### Clock wires, drivers and flops

(2 px per um)
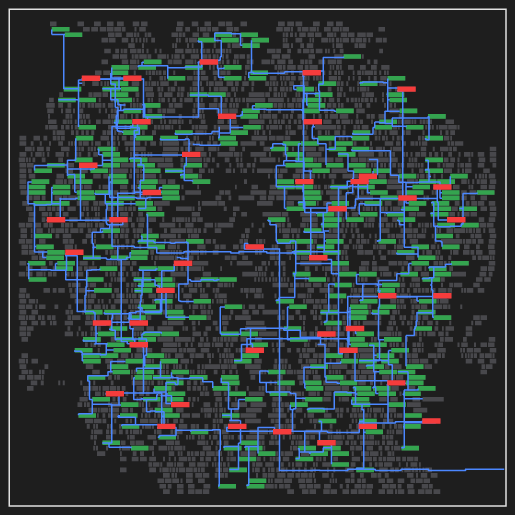
### Ports around the boundary

(1 px per um) Pins as bars across the die edge, other pins in gray.
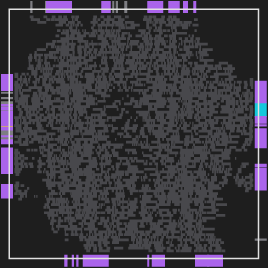
### Placed cells, one color a class

(1.5 px per um) Fill, decap, tap and diode cells in gray.
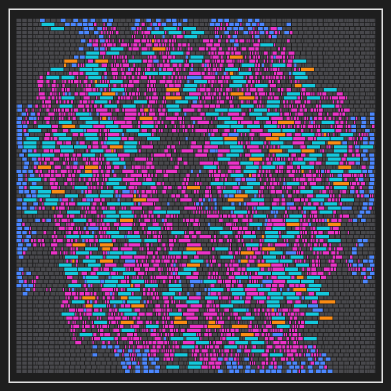
<file path="src/rtl/spectrum_bar_display_if.sv">
// Pixel-side bus of the spectrum bar renderer: bin magnitudes and raw VGA timing
// in, registered colour and delayed syncs out.
interface spectrum_bar_display_if #(
    parameter int BINS   = 16,
    parameter int DATA_W = 16,
    parameter int X_W    = 10,
    parameter int Y_W    = 10
);
    logic [BINS*DATA_W-1:0] freqs;
    logic [X_W-1:0]         x_px;
    logic [Y_W-1:0]         y_px;
    logic                   activevideo;
    logic                   hsync_in;
    logic                   vsync_in;
    logic                   peak_show;
    logic                   r, g, b;
    logic                   hsync, vsync;

    modport master (
        output freqs, x_px, y_px, activevideo, hsync_in, vsync_in, peak_show,
        input  r, g, b, hsync, vsync
    );

    modport slave (
        input  freqs, x_px, y_px, activevideo, hsync_in, vsync_in, peak_show,
        output r, g, b, hsync, vsync
    );
endinterface

</file>
<file path="src/rtl/spectrum_bar_display.sv">
// Horizontal bar renderer for sDFT bins: per-frame bin snapshot, optional decaying
// peak markers, two-stage pixel pipeline with syncs delayed to match.
module spectrum_bar_display #(
    parameter int BINS         = 16,
    parameter int DATA_W       = 16,
    parameter int X_W          = 10,
    parameter int Y_W          = 10,
    parameter int BAR_PITCH    = 10,
    parameter int BAR_H        = 9,
    parameter int SHIFT        = 0,
    parameter int X_MAX        = 639,
    parameter int DECAY_FRAMES = 4,
    parameter int PEAK_EN      = 1
) (
    input logic                   clk,
    input logic                   reset,
    spectrum_bar_display_if.slave bus
);
    localparam int SLOT_W = $clog2(BINS + 1);
    localparam int IDX_W  = (BINS > 1) ? $clog2(BINS) : 1;
    localparam int ROW_W  = (BAR_PITCH > 1) ? $clog2(BAR_PITCH) : 1;
    localparam int CW     = (DATA_W > X_W) ? DATA_W : X_W;
    localparam int DC_W   = (DECAY_FRAMES > 1) ? $clog2(DECAY_FRAMES) : 1;

    logic [BINS-1:0][X_W-1:0] bar, peak, nb;
    logic                     vs_q, snap_q;

    logic [Y_W-1:0]    y_prev;
    logic [SLOT_W-1:0] slot_q, slot_n;
    logic [ROW_W-1:0]  row_q, row_n;

    logic [SLOT_W-1:0] s1_slot;
    logic [X_W-1:0]    s1_x;
    logic              s1_in_bar, s1_av, s1_hs, s1_vs;

    logic [IDX_W-1:0]  sidx;
    logic [X_W-1:0]    bar_sel, peak_sel;
    logic              lit, below, peak_hit;

    // Snapshot strobe lands one cycle after the vsync rising edge.
    always_ff @(posedge clk or posedge reset) begin
        if (reset) begin
            vs_q   <= 1'b0;
            snap_q <= 1'b0;
        end else begin
            vs_q   <= bus.vsync_in;
            snap_q <= bus.vsync_in & ~vs_q;
        end
    end

    for (genvar i = 0; i < BINS; i++) begin : g_sat
        logic [CW-1:0] mag;
        assign mag   = CW'(bus.freqs[i*DATA_W +: DATA_W]) >> SHIFT;
        assign nb[i] = (mag > CW'(X_MAX)) ? X_W'(X_MAX) : mag[X_W-1:0];
    end

    always_ff @(posedge clk or posedge reset) begin
        if (reset)       bar <= '0;
        else if (snap_q) bar <= nb;
    end

    if (PEAK_EN != 0) begin : g_peak
        logic [DC_W-1:0] dcnt;
        logic            dec_now;
        assign dec_now = (dcnt == DC_W'(DECAY_FRAMES - 1));

        always_ff @(posedge clk or posedge reset) begin
            if (reset) begin
                dcnt <= '0;
                peak <= '0;
            end else if (snap_q) begin
                dcnt <= dec_now ? '0 : dcnt + 1'b1;
                for (int i = 0; i < BINS; i++) begin
                    if (nb[i] >= peak[i])
                        peak[i] <= nb[i];
                    else if (dec_now)
                        peak[i] <= peak[i] - {{(X_W-1){1'b0}}, |peak[i]};
                end
            end
        end

        assign peak_hit = bus.peak_show && (peak_sel != '0) && (s1_x == peak_sel);
    end else begin : g_nopeak
        assign peak     = '0;
        assign peak_hit = 1'b0;
    end

    // Slot/row trackers follow the raster one line at a time instead of dividing y.
    always_comb begin
        slot_n = slot_q;
        row_n  = row_q;
        if (bus.y_px == '0) begin
            slot_n = '0;
            row_n  = '0;
        end else if (bus.y_px != y_prev) begin
            if (row_q == ROW_W'(BAR_PITCH - 1)) begin
                row_n = '0;
                if (slot_q != SLOT_W'(BINS)) slot_n = slot_q + 1'b1;
            end else begin
                row_n = row_q + 1'b1;
            end
        end
    end

    always_ff @(posedge clk or posedge reset) begin
        if (reset) begin
            y_prev    <= '0;
            slot_q    <= '0;
            row_q     <= '0;
            s1_slot   <= '0;
            s1_in_bar <= 1'b0;
            s1_x      <= '0;
            s1_av     <= 1'b0;
            s1_hs     <= 1'b0;
            s1_vs     <= 1'b0;
        end else begin
            y_prev    <= bus.y_px;
            slot_q    <= slot_n;
            row_q     <= row_n;
            s1_slot   <= slot_n;
            s1_in_bar <= (slot_n < SLOT_W'(BINS)) && (row_n < ROW_W'(BAR_H));
            s1_x      <= bus.x_px;
            s1_av     <= bus.activevideo;
            s1_hs     <= bus.hsync_in;
            s1_vs     <= bus.vsync_in;
        end
    end

    // Out-of-range slots alias an index here, but in_bar is already low for them.
    assign sidx     = s1_slot[IDX_W-1:0];
    assign bar_sel  = bar[sidx];
    assign peak_sel = peak[sidx];
    assign lit      = s1_av & s1_in_bar;
    assign below    = s1_x < bar_sel;

    always_ff @(posedge clk or posedge reset) begin
        if (reset) begin
            bus.r     <= 1'b0;
            bus.g     <= 1'b0;
            bus.b     <= 1'b0;
            bus.hsync <= 1'b0;
            bus.vsync <= 1'b0;
        end else begin
            bus.r     <= lit & (below | peak_hit);
            bus.g     <= lit & below;
            bus.b     <= lit & below;
            bus.hsync <= s1_hs;
            bus.vsync <= s1_vs;
        end
    end
endmodule

</file>
<file path="src/flat_wrapper.sv">
// flat-port wrapper written by rule: the top's interface ports become plain ports
module spectrum_bar_display_flat 
#(
    parameter int BINS         = 16,
    parameter int DATA_W       = 16,
    parameter int X_W          = 10,
    parameter int Y_W          = 10,
    parameter int BAR_PITCH    = 10,
    parameter int BAR_H        = 9,
    parameter int SHIFT        = 0,
    parameter int X_MAX        = 639,
    parameter int DECAY_FRAMES = 4,
    parameter int PEAK_EN      = 1
)
  (clk, reset, bus_freqs, bus_x_px, bus_y_px, bus_activevideo, bus_hsync_in, bus_vsync_in, bus_peak_show, bus_r, bus_g, bus_b, bus_hsync, bus_vsync);
  spectrum_bar_display_if #(.BINS(BINS), .DATA_W(DATA_W), .X_W(X_W), .Y_W(Y_W)) bus_i ();
  input logic clk;
  input logic reset;
  input wire logic [$bits(bus_i.freqs)-1:0] bus_freqs;
  input wire logic [$bits(bus_i.x_px)-1:0] bus_x_px;
  input wire logic [$bits(bus_i.y_px)-1:0] bus_y_px;
  input wire logic [$bits(bus_i.activevideo)-1:0] bus_activevideo;
  input wire logic [$bits(bus_i.hsync_in)-1:0] bus_hsync_in;
  input wire logic [$bits(bus_i.vsync_in)-1:0] bus_vsync_in;
  input wire logic [$bits(bus_i.peak_show)-1:0] bus_peak_show;
  output wire logic [$bits(bus_i.r)-1:0] bus_r;
  output wire logic [$bits(bus_i.g)-1:0] bus_g;
  output wire logic [$bits(bus_i.b)-1:0] bus_b;
  output wire logic [$bits(bus_i.hsync)-1:0] bus_hsync;
  output wire logic [$bits(bus_i.vsync)-1:0] bus_vsync;
  assign bus_i.freqs = bus_freqs;
  assign bus_i.x_px = bus_x_px;
  assign bus_i.y_px = bus_y_px;
  assign bus_i.activevideo = bus_activevideo;
  assign bus_i.hsync_in = bus_hsync_in;
  assign bus_i.vsync_in = bus_vsync_in;
  assign bus_i.peak_show = bus_peak_show;
  assign bus_r = bus_i.r;
  assign bus_g = bus_i.g;
  assign bus_b = bus_i.b;
  assign bus_hsync = bus_i.hsync;
  assign bus_vsync = bus_i.vsync;
  spectrum_bar_display #(.BINS(BINS), .DATA_W(DATA_W), .X_W(X_W), .Y_W(Y_W), .BAR_PITCH(BAR_PITCH), .BAR_H(BAR_H), .SHIFT(SHIFT), .X_MAX(X_MAX), .DECAY_FRAMES(DECAY_FRAMES), .PEAK_EN(PEAK_EN)) u_core (.clk(clk), .reset(reset), .bus(bus_i));
endmodule
</file>
<file path="config.mk">
export PLATFORM = sky130hd
export DESIGN_NAME = spectrum_bar_display_flat
export DESIGN_NICKNAME = d
export VERILOG_FILES = /design/src/rtl/spectrum_bar_display_if.sv /design/src/rtl/spectrum_bar_display.sv /design/src/flat_wrapper.sv
export SDC_FILE = /design/constraint.sdc
export NUM_CORES = 1
export LEC_CHECK = 0
export ABC_CLOCK_PERIOD_IN_PS = 11460
export CAP_MARGIN = 10
export CORE_MARGIN = 4
export CORE_UTILIZATION = 45
export DETAILED_ROUTE_END_ITERATION = 10
export GPL_TIMING_DRIVEN = 0
export HOLD_SLACK_MARGIN = 0.05
export PLACE_DENSITY = 0.74
export SETUP_SLACK_MARGIN = 0.4
export SLEW_MARGIN = 20
export SYNTH_ARGS = -nofsm -noshare
export SYNTH_HDL_FRONTEND = slang
export SYNTH_SLANG_ARGS = --single-unit
</file>
<file path="constraint.sdc">
create_clock -name clk -period 11.46 [get_ports clk]
set_clock_uncertainty 0.1 [all_clocks]
set_input_delay 1.146 -clock clk [delete_from_list [all_inputs] [get_ports clk]]
set_output_delay 1.146 -clock clk [all_outputs]
set_load 0.005 [all_outputs]
</file>
==> flow_summary.ini <==
; implementation run metrics
[status]
status = complete, no violations

[clock_network]
clock-sinks = 360
tritoncts = yes
clk_path_buf_depth = 3
insertion_delay_ns = 0.59

[logic_synthesis]
ys.warnings.count = 0
yosysSeqAreaShare_pct = 34.9
synthFlopType = dfrtp_1
syn_nets = 3330

[final_timing]
drv_slew = 0

[min_path]
min_from = u_core.s1_hs
hold_class = flip-flop to flip-flop

[grt]
grt_max_degree = 34
grt_pass1_vias = 23735

[layout]
seq_cells = 360
drive_above_1_share_pct = 11.0
comb_share_pct = 48.3
antennaDiodeCount = 5
nMultiInputCombCells = 2069

[pwr]
swShare_pct = 40.5
max-vdd-ir-drop_v = 0.000124

[floorplanning]
tap_cells = 756

[job]
warnings = 27

[route]
drt-total-wl_um = 106000
About 'Clock wires, drivers and flops':
legend:
  blue:
    item: clock wires
    length: 5470 um
  red:
    item: cells driving clock nets
    count: 43
  green:
    item: flip-flops
    count: 360
flops lie: all over the die

About 'Ports around the boundary':
legend:
  yellow:
    port: bus_r
    pins: 1
    direction: output
    edge: west
  cyan:
    port: bus_y_px
    pins: 10
    direction: input
    edge: east
  purple:
    port: bus_freqs
    pins: 256
    direction: input
    edge: 73 south, 68 north, 61 west, 54 east
all pins by edge: 74 west, 74 north, 74 south, 65 east
Die Wd: 248 um
Die Y: 248 um
# port buffers: 286

About 'Placed cells, one color a class':
legend:
  magenta:
    class: all other logic
    cells: 2346
  cyan:
    class: flops
    cells: 360
  orange:
    class: clock drivers and dummy loads
    cells: 78
  blue:
    class: other buffers and delay cells
    cells: 440
row cnt: 87
design area: 0.0315 sq mm
Seq/total area: 28.6%
Core ar.: 0.0566 sq mm
Util after Layout: 55.7%

[power by group through the flow]
stage / combinational (W) / clock (W) / sequential [W]
after global routing: 0.00246 / 0.00159 / 0.00173
final: 0.00229 / 0.00154 / 0.00173
after global placement: 0.00217 / 0 / 0.00172
after CTS: 0.00222 / 0.00153 / 0.00170
after floorplan: 0.00153 / 0 / 0.00159
after detailed placement: 0.00221 / 0 / 0.00172
[sequential cells by signal, summed over array words and instances, names as in the netlist]
name and count:
u_core.s1_av 1, u_core.bus.r 1, u_core.peak 160, u_core.vs_q 1
u_core.s1_x 10, u_core.snap_q 1, u_core.bus.vsync 1, u_core.s1_hs 1
u_core.s1_in_bar 1, u_core.y_prev 10, u_core.bus.g 1, u_core.bus.hsync 1
u_core.bar 160, u_core.slot_q 5, u_core.g_peak.dcnt 2, u_core.row_q 4
[cells in the mapped netlist, types with 10 or more instances]
cell	instances	area [sq um]
a211o_1	10	87.6
a211oi_1	13	97.6
a21o_1	42	315
a21oi_1	144	721
a22o_1	17	149
a22oi_1	50	375
a2bb2oi_1	12	105
a31oi_1	18	113
and2_1	17	106
and3_1	18	113
buf_1	13	48.8
buf_2	15	75.1
clkbuf_1	101	379
dfrtp_1	360	9010
ha_1	204	2550
inv_1	276	1040
mux2_2	84	946
mux2i_1	73	731
mux4_2	81	1820
nand2_1	209	785
nand2b_1	28	175
nand3_1	99	495
nand3b_1	12	90.1
nand4_1	33	206
nor2_1	261	980
nor3_1	94	470
nor4_1	48	300
o21a_1	29	218
o21ai_0	177	886
o22ai_1	13	81.3
o31ai_1	14	105
or2_2	57	357
or3_1	50	313
xnor2_1	21	184
